$ cat src/rtl/simmem_idlist_buffer_pkg.sv
// Shared types and width helpers for the simulated memory controller buffers.
package simmem_pkg;

    typedef enum logic {
        ARB_FIXED,
        ARB_ROUND_ROBIN
    } arb_mode_e;

    // Slot index width for a store of the given capacity (capacity >= 2).
    function automatic int unsigned addr_width(input int unsigned capacity);
        return $clog2(capacity);
    endfunction

    // Counter width able to hold 0..capacity inclusive.
    function automatic int unsigned len_width(input int unsigned capacity);
        return $clog2(capacity + 1);
    endfunction

endpackage

$ cat src/rtl/simmem_idlist_buffer_if.sv
// Input/output handshake bundle of the per-ID list buffer.
interface simmem_idlist_buffer_if #(
    parameter int unsigned StructWidth = 64,
    parameter int unsigned IDWidth     = 4
);
    localparam int unsigned NumIds = 2 ** IDWidth;

    logic [NumIds-1:0]      release_en_i;
    logic [StructWidth-1:0] data_i;
    logic                   in_valid_i;
    logic                   in_ready_o;
    logic [StructWidth-1:0] data_o;
    logic                   out_valid_o;
    logic                   out_ready_i;
    logic [NumIds-1:0]      nonempty_o;
    logic                   full_o;

    modport master (
        output release_en_i, data_i, in_valid_i, out_ready_i,
        input  in_ready_o, data_o, out_valid_o, nonempty_o, full_o
    );

    modport slave (
        input  release_en_i, data_i, in_valid_i, out_ready_i,
        output in_ready_o, data_o, out_valid_o, nonempty_o, full_o
    );
endinterface

$ cat src/rtl/simmem_id_arbiter.sv
// Picks one ID out of an eligibility vector, either lowest-first or
// round-robin starting at rr_i.
module simmem_id_arbiter
    import simmem_pkg::*;
#(
    parameter int unsigned IDWidth = 4,
    parameter arb_mode_e   ArbMode = ARB_ROUND_ROBIN,
    localparam int unsigned NumIds = 2 ** IDWidth
) (
    input  logic [NumIds-1:0]  eligible_i,
    input  logic [IDWidth-1:0] rr_i,
    output logic [NumIds-1:0]  grant_o,
    output logic [IDWidth-1:0] sel_o,
    output logic               any_o
);

    // Scan candidates in priority order; the first eligible one wins.
    always_comb begin
        logic [IDWidth-1:0] idx;
        sel_o   = '0;
        any_o   = 1'b0;
        grant_o = '0;
        idx     = '0;
        for (int unsigned i = 0; i < NumIds; i++) begin
            if (ArbMode == ARB_ROUND_ROBIN) begin
                idx = rr_i + IDWidth'(i);
            end else begin
                idx = IDWidth'(i);
            end
            if (!any_o && eligible_i[idx]) begin
                any_o = 1'b1;
                sel_o = idx;
            end
        end
        if (any_o) begin
            grant_o[sel_o] = 1'b1;
        end
    end

endmodule

$ cat src/rtl/simmem_idlist_buffer.sv
// Shared-store message buffer holding one ordered linked list per AXI ID,
// releasing the head of any release-enabled list.
module simmem_idlist_buffer
    import simmem_pkg::*;
#(
    parameter int unsigned StructWidth   = 64,
    parameter int unsigned TotalCapacity = 16,
    parameter int unsigned IDWidth       = 4,
    parameter arb_mode_e   ArbMode       = ARB_ROUND_ROBIN
) (
    input logic                   clk_i,
    input logic                   rst_ni,
    simmem_idlist_buffer_if.slave bus
);

    localparam int unsigned AddrW  = addr_width(TotalCapacity);
    localparam int unsigned LenW   = len_width(TotalCapacity);
    localparam int unsigned NumIds = 2 ** IDWidth;
    localparam int unsigned PayW   = StructWidth - IDWidth;

    logic [PayW-1:0]          payload_q [TotalCapacity];
    logic [AddrW-1:0]         next_q    [TotalCapacity];
    logic [TotalCapacity-1:0] free_q, free_d;
    logic [AddrW-1:0]         head_q [NumIds];
    logic [AddrW-1:0]         head_d [NumIds];
    logic [AddrW-1:0]         tail_q [NumIds];
    logic [AddrW-1:0]         tail_d [NumIds];
    logic [LenW-1:0]          len_q  [NumIds];
    logic [LenW-1:0]          len_d  [NumIds];
    logic [IDWidth-1:0]       rr_q, rr_d;

    logic [NumIds-1:0]  eligible;
    logic [NumIds-1:0]  grant;
    logic [IDWidth-1:0] sel;
    logic               any_elig;
    logic [AddrW-1:0]   free_idx;
    logic [IDWidth-1:0] in_id;
    logic               push, pop, link_we;

    assign in_id = bus.data_i[IDWidth-1:0];

    // Per-ID eligibility and occupancy flags.
    always_comb begin
        eligible = '0;
        for (int unsigned k = 0; k < NumIds; k++) begin
            eligible[k] = (len_q[k] != '0) && bus.release_en_i[k];
        end
    end

    simmem_id_arbiter #(
        .IDWidth (IDWidth),
        .ArbMode (ArbMode)
    ) u_arbiter (
        .eligible_i (eligible),
        .rr_i       (rr_q),
        .grant_o    (grant),
        .sel_o      (sel),
        .any_o      (any_elig)
    );

    // Lowest-index free slot; descending scan so the lowest hit is kept.
    always_comb begin
        free_idx = '0;
        for (int unsigned i = TotalCapacity; i > 0; i--) begin
            if (free_q[i-1]) begin
                free_idx = AddrW'(i - 1);
            end
        end
    end

    assign bus.full_o      = ~|free_q;
    assign bus.in_ready_o  = |free_q;
    assign bus.out_valid_o = any_elig;
    assign bus.data_o      = {payload_q[head_q[sel]], sel};
    always_comb begin
        for (int unsigned k = 0; k < NumIds; k++) begin
            bus.nonempty_o[k] = (len_q[k] != '0);
        end
    end

    assign push = bus.in_valid_i && |free_q;
    assign pop  = any_elig && bus.out_ready_i;

    // Next-state of list bookkeeping. The pop is applied before the push, so a
    // same-ID push that meets a draining single-entry list starts a new list.
    always_comb begin
        free_d  = free_q;
        head_d  = head_q;
        tail_d  = tail_q;
        len_d   = len_q;
        rr_d    = rr_q;
        link_we = 1'b0;
        for (int unsigned k = 0; k < NumIds; k++) begin
            if (pop && grant[k]) begin
                free_d[head_q[k]] = 1'b1;
                head_d[k]         = next_q[head_q[k]];
                len_d[k]          = len_q[k] - LenW'(1);
            end
        end
        if (pop && ArbMode == ARB_ROUND_ROBIN) begin
            rr_d = sel + IDWidth'(1);
        end
        if (push) begin
            link_we          = (len_d[in_id] != '0);
            free_d[free_idx] = 1'b0;
            if (len_d[in_id] == '0) begin
                head_d[in_id] = free_idx;
            end
            tail_d[in_id] = free_idx;
            len_d[in_id]  = len_d[in_id] + LenW'(1);
        end
    end

    // List bookkeeping registers.
    always_ff @(posedge clk_i or negedge rst_ni) begin
        if (!rst_ni) begin
            free_q <= '1;
            rr_q   <= '0;
            for (int unsigned k = 0; k < NumIds; k++) begin
                head_q[k] <= '0;
                tail_q[k] <= '0;
                len_q[k]  <= '0;
            end
        end else begin
            free_q <= free_d;
            rr_q   <= rr_d;
            head_q <= head_d;
            tail_q <= tail_d;
            len_q  <= len_d;
        end
    end

    // Payload and link storage; contents are only meaningful while allocated.
    always_ff @(posedge clk_i) begin
        if (push) begin
            payload_q[free_idx] <= bus.data_i[StructWidth-1:IDWidth];
            if (link_we) begin
                next_q[tail_q[in_id]] <= free_idx;
            end
        end
    end

endmodule

$ cat src/flat_wrapper.sv
// flat-port wrapper written by rule: the top's interface ports become plain ports
module simmem_idlist_buffer_flat import simmem_pkg::*;
#(
    parameter int unsigned StructWidth   = 64,
    parameter int unsigned TotalCapacity = 16,
    parameter int unsigned IDWidth       = 4,
    parameter arb_mode_e   ArbMode       = ARB_ROUND_ROBIN
)
  (clk_i, rst_ni, bus_release_en_i, bus_data_i, bus_in_valid_i, bus_out_ready_i, bus_in_ready_o, bus_data_o, bus_out_valid_o, bus_nonempty_o, bus_full_o);
  simmem_idlist_buffer_if #(.StructWidth(StructWidth), .IDWidth(IDWidth)) bus_i ();
  input logic clk_i;
  input logic rst_ni;
  input wire logic [$bits(bus_i.release_en_i)-1:0] bus_release_en_i;
  input wire logic [$bits(bus_i.data_i)-1:0] bus_data_i;
  input wire logic [$bits(bus_i.in_valid_i)-1:0] bus_in_valid_i;
  input wire logic [$bits(bus_i.out_ready_i)-1:0] bus_out_ready_i;
  output wire logic [$bits(bus_i.in_ready_o)-1:0] bus_in_ready_o;
  output wire logic [$bits(bus_i.data_o)-1:0] bus_data_o;
  output wire logic [$bits(bus_i.out_valid_o)-1:0] bus_out_valid_o;
  output wire logic [$bits(bus_i.nonempty_o)-1:0] bus_nonempty_o;
  output wire logic [$bits(bus_i.full_o)-1:0] bus_full_o;
  assign bus_i.release_en_i = bus_release_en_i;
  assign bus_i.data_i = bus_data_i;
  assign bus_i.in_valid_i = bus_in_valid_i;
  assign bus_i.out_ready_i = bus_out_ready_i;
  assign bus_in_ready_o = bus_i.in_ready_o;
  assign bus_data_o = bus_i.data_o;
  assign bus_out_valid_o = bus_i.out_valid_o;
  assign bus_nonempty_o = bus_i.nonempty_o;
  assign bus_full_o = bus_i.full_o;
  simmem_idlist_buffer #(.StructWidth(StructWidth), .TotalCapacity(TotalCapacity), .IDWidth(IDWidth), .ArbMode(ArbMode)) u_core (.clk_i(clk_i), .rst_ni(rst_ni), .bus(bus_i));
endmodule
$ cat config.mk
export PLATFORM = sky130hd
export DESIGN_NAME = simmem_idlist_buffer_flat
export DESIGN_NICKNAME = d
export VERILOG_FILES = /design/src/rtl/simmem_idlist_buffer_pkg.sv /design/src/rtl/simmem_idlist_buffer_if.sv /design/src/rtl/simmem_id_arbiter.sv /design/src/rtl/simmem_idlist_buffer.sv /design/src/flat_wrapper.sv
export SDC_FILE = /design/constraint.sdc
export NUM_CORES = 2
export LEC_CHECK = 0
export CORE_ASPECT_RATIO = 1.1
export CORE_UTILIZATION = 40
export DETAILED_ROUTE_END_ITERATION = 8
export PLACE_DENSITY = 0.6
export SYNTH_ARGS = -nofsm -noshare
export SYNTH_HDL_FRONTEND = slang
export SYNTH_SLANG_ARGS = --single-unit
export TNS_END_PERCENT = 50
$ cat constraint.sdc
create_clock -name clk_i -period 13.45 [get_ports clk_i]
set_input_delay 2.69 -clock clk_i [delete_from_list [all_inputs] [get_ports clk_i]]
set_output_delay 2.69 -clock clk_i [all_outputs]
set_load 0.03 [all_outputs]
Fig. 1: power grid
Pins as bars on the die edge.
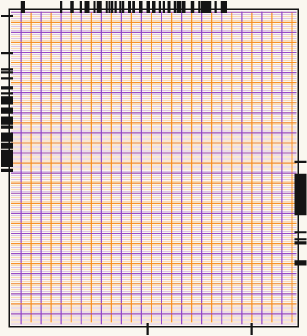
Orange stands for VDD. Purple stands for VSS.
The core has 155 rows. 167 signal pins sit on the boundary. 28 straps on met4. 156 met1 rails follow the rows.
height of the die: 427 µm
floorplan die width: 389 µm

Fig. 2: placement by cell class
Bar = 100 µm.
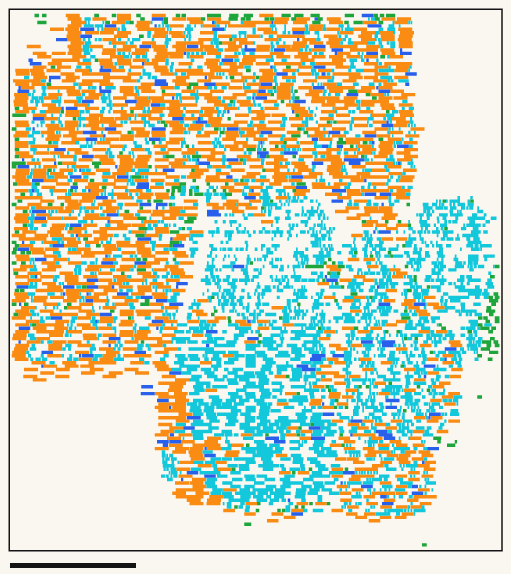
Green stands for remaining buffers and delay cells, cells 331. Cyan stands for remaining logic cells, cells 3459. Orange stands for registers, cells 1252. Blue stands for clock drivers and dummy loads, cells 247.

==> impl_results.html <==
<h3>Flow metrics</h3>
<table>
<tr><th>Metric</th><th>Value</th></tr>
<tr><th colspan="2">Yosys</th></tr>
<tr><td>Area share of the leading cell type in the synthesized netlist</td><td>0.467</td></tr>
<tr><td>Share of synthesized area occupied by flip-flops and latches</td><td>0.554</td></tr>
<tr><td>Number of cells in the yosys synthesis report</td><td>5184</td></tr>
<tr><td>Syn_area_per_cell</td><td>between 10 and 15 µm²</td></tr>
<tr><td>Post-synthesis cell count</td><td>between 5000 and 6000</td></tr>
<tr><td>Post-synthesis async set-or-reset flop share</td><td>0.182</td></tr>
<tr><td>Main flop type after synthesis</td><td>edfxtp_1</td></tr>
<tr><td>Cell types occupying the most area after synthesis</td><td>edfxtp_1 47%, mux4_2 12%, dfrtp_1 8.1%</td></tr>
<tr><td>Number of nets at floorplan</td><td>5313</td></tr>
<tr><td>Synthesized chip area reported by yosys</td><td>65800 µm²</td></tr>
<tr><td>Post-synth regs</td><td>1252</td></tr>
<tr><td>Count of unique library cells instantiated by Yosys</td><td>108</td></tr>
<tr><td>Number of synthesized flops with an enable pin</td><td>1024</td></tr>
<tr><td>Cell with the most instances after synthesis</td><td>edfxtp_1</td></tr>
<tr><td>Most common library cells after synthesis</td><td>1024 x edfxtp_1, 643 x nand2_1, 338 x mux4_2</td></tr>
<tr><td>Netlist area before placement</td><td>about 66000 µm²</td></tr>
<tr><td>Post-synthesis cell type with the largest combined area</td><td>edfxtp_1</td></tr>
<tr><td>Synthesis Warnings</td><td>0</td></tr>
<tr><th colspan="2">Flow run</th></tr>
<tr><td>OpenROAD warnings</td><td>roughly 55</td></tr>
<tr><td>Maximum capacitance violations</td><td>0</td></tr>
<tr><th colspan="2">Final layout</th></tr>
<tr><td>Highest-count logic cell in the final layout</td><td>edfxtp_1</td></tr>
<tr><td>Post-layout net count</td><td>5307</td></tr>
<tr><td>Post-route design area</td><td>between 70000 and 80000 µm²</td></tr>
<tr><td>Share of final-layout standard cells stronger than drive strength 1</td><td>0.181</td></tr>
<tr><td>Fill count</td><td>14299</td></tr>
<tr><td>Area growth, synth to finish</td><td>13.1%</td></tr>
<tr><td>Top Layout Cells</td><td>1024 x edfxtp_1, 642 x nand2_1, 338 x mux4_2, 311 x a21oi_1, 217 x nor2_1</td></tr>
<tr><th colspan="2">Critical path</th></tr>
<tr><td>Capturing element type of the critical path</td><td>output pin</td></tr>
<tr><td>Series of cell instances along the critical path</td><td>clkdlybuf4s50_1 -&gt; nor2b_1 -&gt; a32o_1 -&gt; mux4_2 -&gt; mux2_4 -&gt; nor4b_4 -&gt; nand4_1 -&gt; buf_4 -&gt; or4_1 -&gt; a21boi_1 -&gt; and3_4 -&gt; clkinv_4 -&gt; nor2_1 -&gt; a211oi_1 -&gt; a2111oi_0 -&gt; or4_4 -&gt; nand2b_4 -&gt; buf_4 -&gt; o22ai_1 -&gt; nor4_1 -&gt; a41o_1 -&gt; clkdlybuf4s50_1</td></tr>
<tr><td>Startpoint Class</td><td>primary input</td></tr>
<tr><td>Worst EP arrival</td><td>9860 ps</td></tr>
<tr><td>Critical Setup Path Class</td><td>primary input to output pin</td></tr>
<tr><td>Longest individual stage delay on the worst path</td><td>approximately 730 ps</td></tr>
<tr><td>WP data required</td><td>10760 ps</td></tr>
<tr><td>WP buf/inv</td><td>5</td></tr>
<tr><td>Family of cells with the greatest summed delay on the critical path</td><td>simple AND/OR/NAND/NOR gates</td></tr>
<tr><td>Critical-path top delay cell</td><td>or4_1</td></tr>
<tr><td>Number of cells on the critical path</td><td>22</td></tr>
<tr><td>R2R depth</td><td>22</td></tr>
<tr><td>Reg-to-reg setup timing slack</td><td>3820 ps</td></tr>
<tr><td>CP Max Fanout</td><td>33</td></tr>
<tr><th colspan="2">STA</th></tr>
<tr><td>Worst slew margin relative to its limit</td><td>0.156</td></tr>
<tr><td>Count of final setup violators</td><td>0</td></tr>
<tr><td>Setup tns final</td><td>0 ps</td></tr>
<tr><td>Transition time of the tightest slew-check pin</td><td>1270 ps</td></tr>
<tr><td>Final clock skew</td><td>a little under 50 ps</td></tr>
<tr><td>Tightest hold margin</td><td>474 ps</td></tr>
<tr><td>Period minus WS final</td><td>roughly 13000 ps</td></tr>
<tr><td>Max Transition Viols Final</td><td>0</td></tr>
<tr><td>Max Clock Freq</td><td>0.0797 GHz</td></tr>
<tr><td>Cycle use final</td><td>0.933</td></tr>
<tr><td>Final count of hold timing violations</td><td>0</td></tr>
<tr><td>Unrepaired setup endpoints after global routing</td><td>no</td></tr>
<tr><th colspan="2">Route</th></tr>
<tr><td>Iteration-0 DRC count of the detailed router</td><td>6487</td></tr>
<tr><td>Number of iterations in the first detailed-routing pass</td><td>8</td></tr>
<tr><td>Post-detailed-route count of antenna-violating nets</td><td>0</td></tr>
<tr><td>Detail-routed via count per cell</td><td>between 6 and 7</td></tr>
<tr><td>Total number of vias</td><td>47835</td></tr>
<tr><td>WL/cell</td><td>29.9 µm</td></tr>
<tr><td>Number of remaining DRC errors</td><td>0</td></tr>
<tr><td>Wirelength, routed</td><td>221000 µm</td></tr>
<tr><th colspan="2">CTS</th></tr>
<tr><td>Buffer levels on the longest clock path</td><td>3</td></tr>
<tr><td>Total number of clock tree sinks</td><td>1252</td></tr>
<tr><td>Cts-stage hold buffer count</td><td>0</td></tr>
<tr><td>Clock transition at the registers of the reported paths</td><td>about 60 ps</td></tr>
<tr><td>Cts bufs inserted</td><td>around 130</td></tr>
<tr><td>Clock root buffer master</td><td>clkbuf_16</td></tr>
<tr><td># H-tree levels</td><td>4</td></tr>
<tr><td>Clock tree from TritonCTS</td><td>done</td></tr>
<tr><td>Number of buffers added for setup after CTS</td><td>0</td></tr>
<tr><td>Post-CTS Resized</td><td>0</td></tr>
<tr><td>Insertion delay of the later-clocked pin in the worst-skew pair</td><td>800 ps</td></tr>
<tr><th colspan="2">Die</th></tr>
<tr><td>I/O Pins</td><td>167</td></tr>
<tr><td>Fp_density</td><td>0.404</td></tr>
<tr><td>Die area</td><td>166000 µm²</td></tr>
<tr><td>Placement Rows</td><td>155</td></tr>
<tr><td>Core Area</td><td>around 160000 µm²</td></tr>
<tr><th colspan="2">Global routing</th></tr>
<tr><td>Global-route wire length before repair</td><td>322000 µm</td></tr>
<tr><td>Number of global-route vias before repair</td><td>46529</td></tr>
<tr><td>Initial antenna violation count</td><td>8</td></tr>
<tr><td>Total global-route track usage</td><td>0.263</td></tr>
<tr><td>GRT Residual Overflow</td><td>0</td></tr>
<tr><td>Pin count of the biggest net entering global routing</td><td>roughly 110</td></tr>
<tr><th colspan="2">Placed design</th></tr>
<tr><td>DP HPWL</td><td>135000 µm</td></tr>
<tr><td>Placer congestion estimate</td><td>0.993</td></tr>
<tr><td>Number of I/O port buffers</td><td>166</td></tr>
<tr><td>Dpl cell area</td><td>roughly 70000 µm²</td></tr>
<tr><th colspan="2">Run status</th></tr>
<tr><td>Status</td><td>finished, final reports clean</td></tr>
<tr><th colspan="2">Hold path</th></tr>
<tr><td>Kind of path behind the tightest hold check</td><td>register to register</td></tr>
<tr><td>Hold Path Stages</td><td>2</td></tr>
</table>
==> worst paths after layout <==
kind,endpoint,startpoint
max in group asynchronous,u_core.len_q[11],rst_ni
hold / removal,u_core.tail_q[3],u_core.tail_q[3]
setup / recovery,bus_data_o[11],bus_release_en_i[6]
min in group asynchronous,u_core.head_q[13],rst_ni
setup reg to reg,u_core.next_q[13][2],u_core.rr_q[1]
hold reg to reg,u_core.tail_q[3],u_core.tail_q[3]
==> per-layer routing <==
metal | vias up | wire length (µm) | global-route usage
met1 | 24172 | 87300 | 0.344
met5 | - | 82 | 0
li1 | 20093 | - | -
met3 | 644 | 22500 | 0.0696
met2 | 2914 | 101000 | 0.408
met4 | 12 | 10700 | 0.119
==> state kept, by name, indices dropped and copies added (netlist names) <==
register          flops
u_core.free_q        16
u_core.head_q        64
u_core.len_q         80
u_core.next_q        64
u_core.payload_q    960
u_core.rr_q           4
u_core.tail_q        64
==> cell type report <==
class,instances,area [µm²],area share
well taps,2119,2650,0.0356
clock inverters,80,953,0.0128
clock buffers,167,3550,0.0477
flip-flops and latches,1252,36500,0.490
repair buffers,331,3290,0.0442
multi-input cells,3368,27200,0.365
diodes,2,5.00,0.0000672
inverters,91,347,0.00466
==> through the flow <==
step	setup WS, ps	std cells	util
2_1_floorplan	2880	5184	-
3_3_place_gp	1030	7161	0.430
3_5_place_dp	1030	7161	0.430
4_1_cts	995	7408	0.457
5_1_grt	612	7409	0.457
6_report	898	7410	0.457
==> logic make-up after synthesis <==
| logic type | synth area share |
|---|---|
| flops | 0.554 |
| buf+inv | 0.0356 |
| mux | 0.170 |
| compound gates | 0.106 |
| simple gates | 0.115 |
| fa+ha+maj | 0.00856 |
| xor+xnor | 0.0103 |
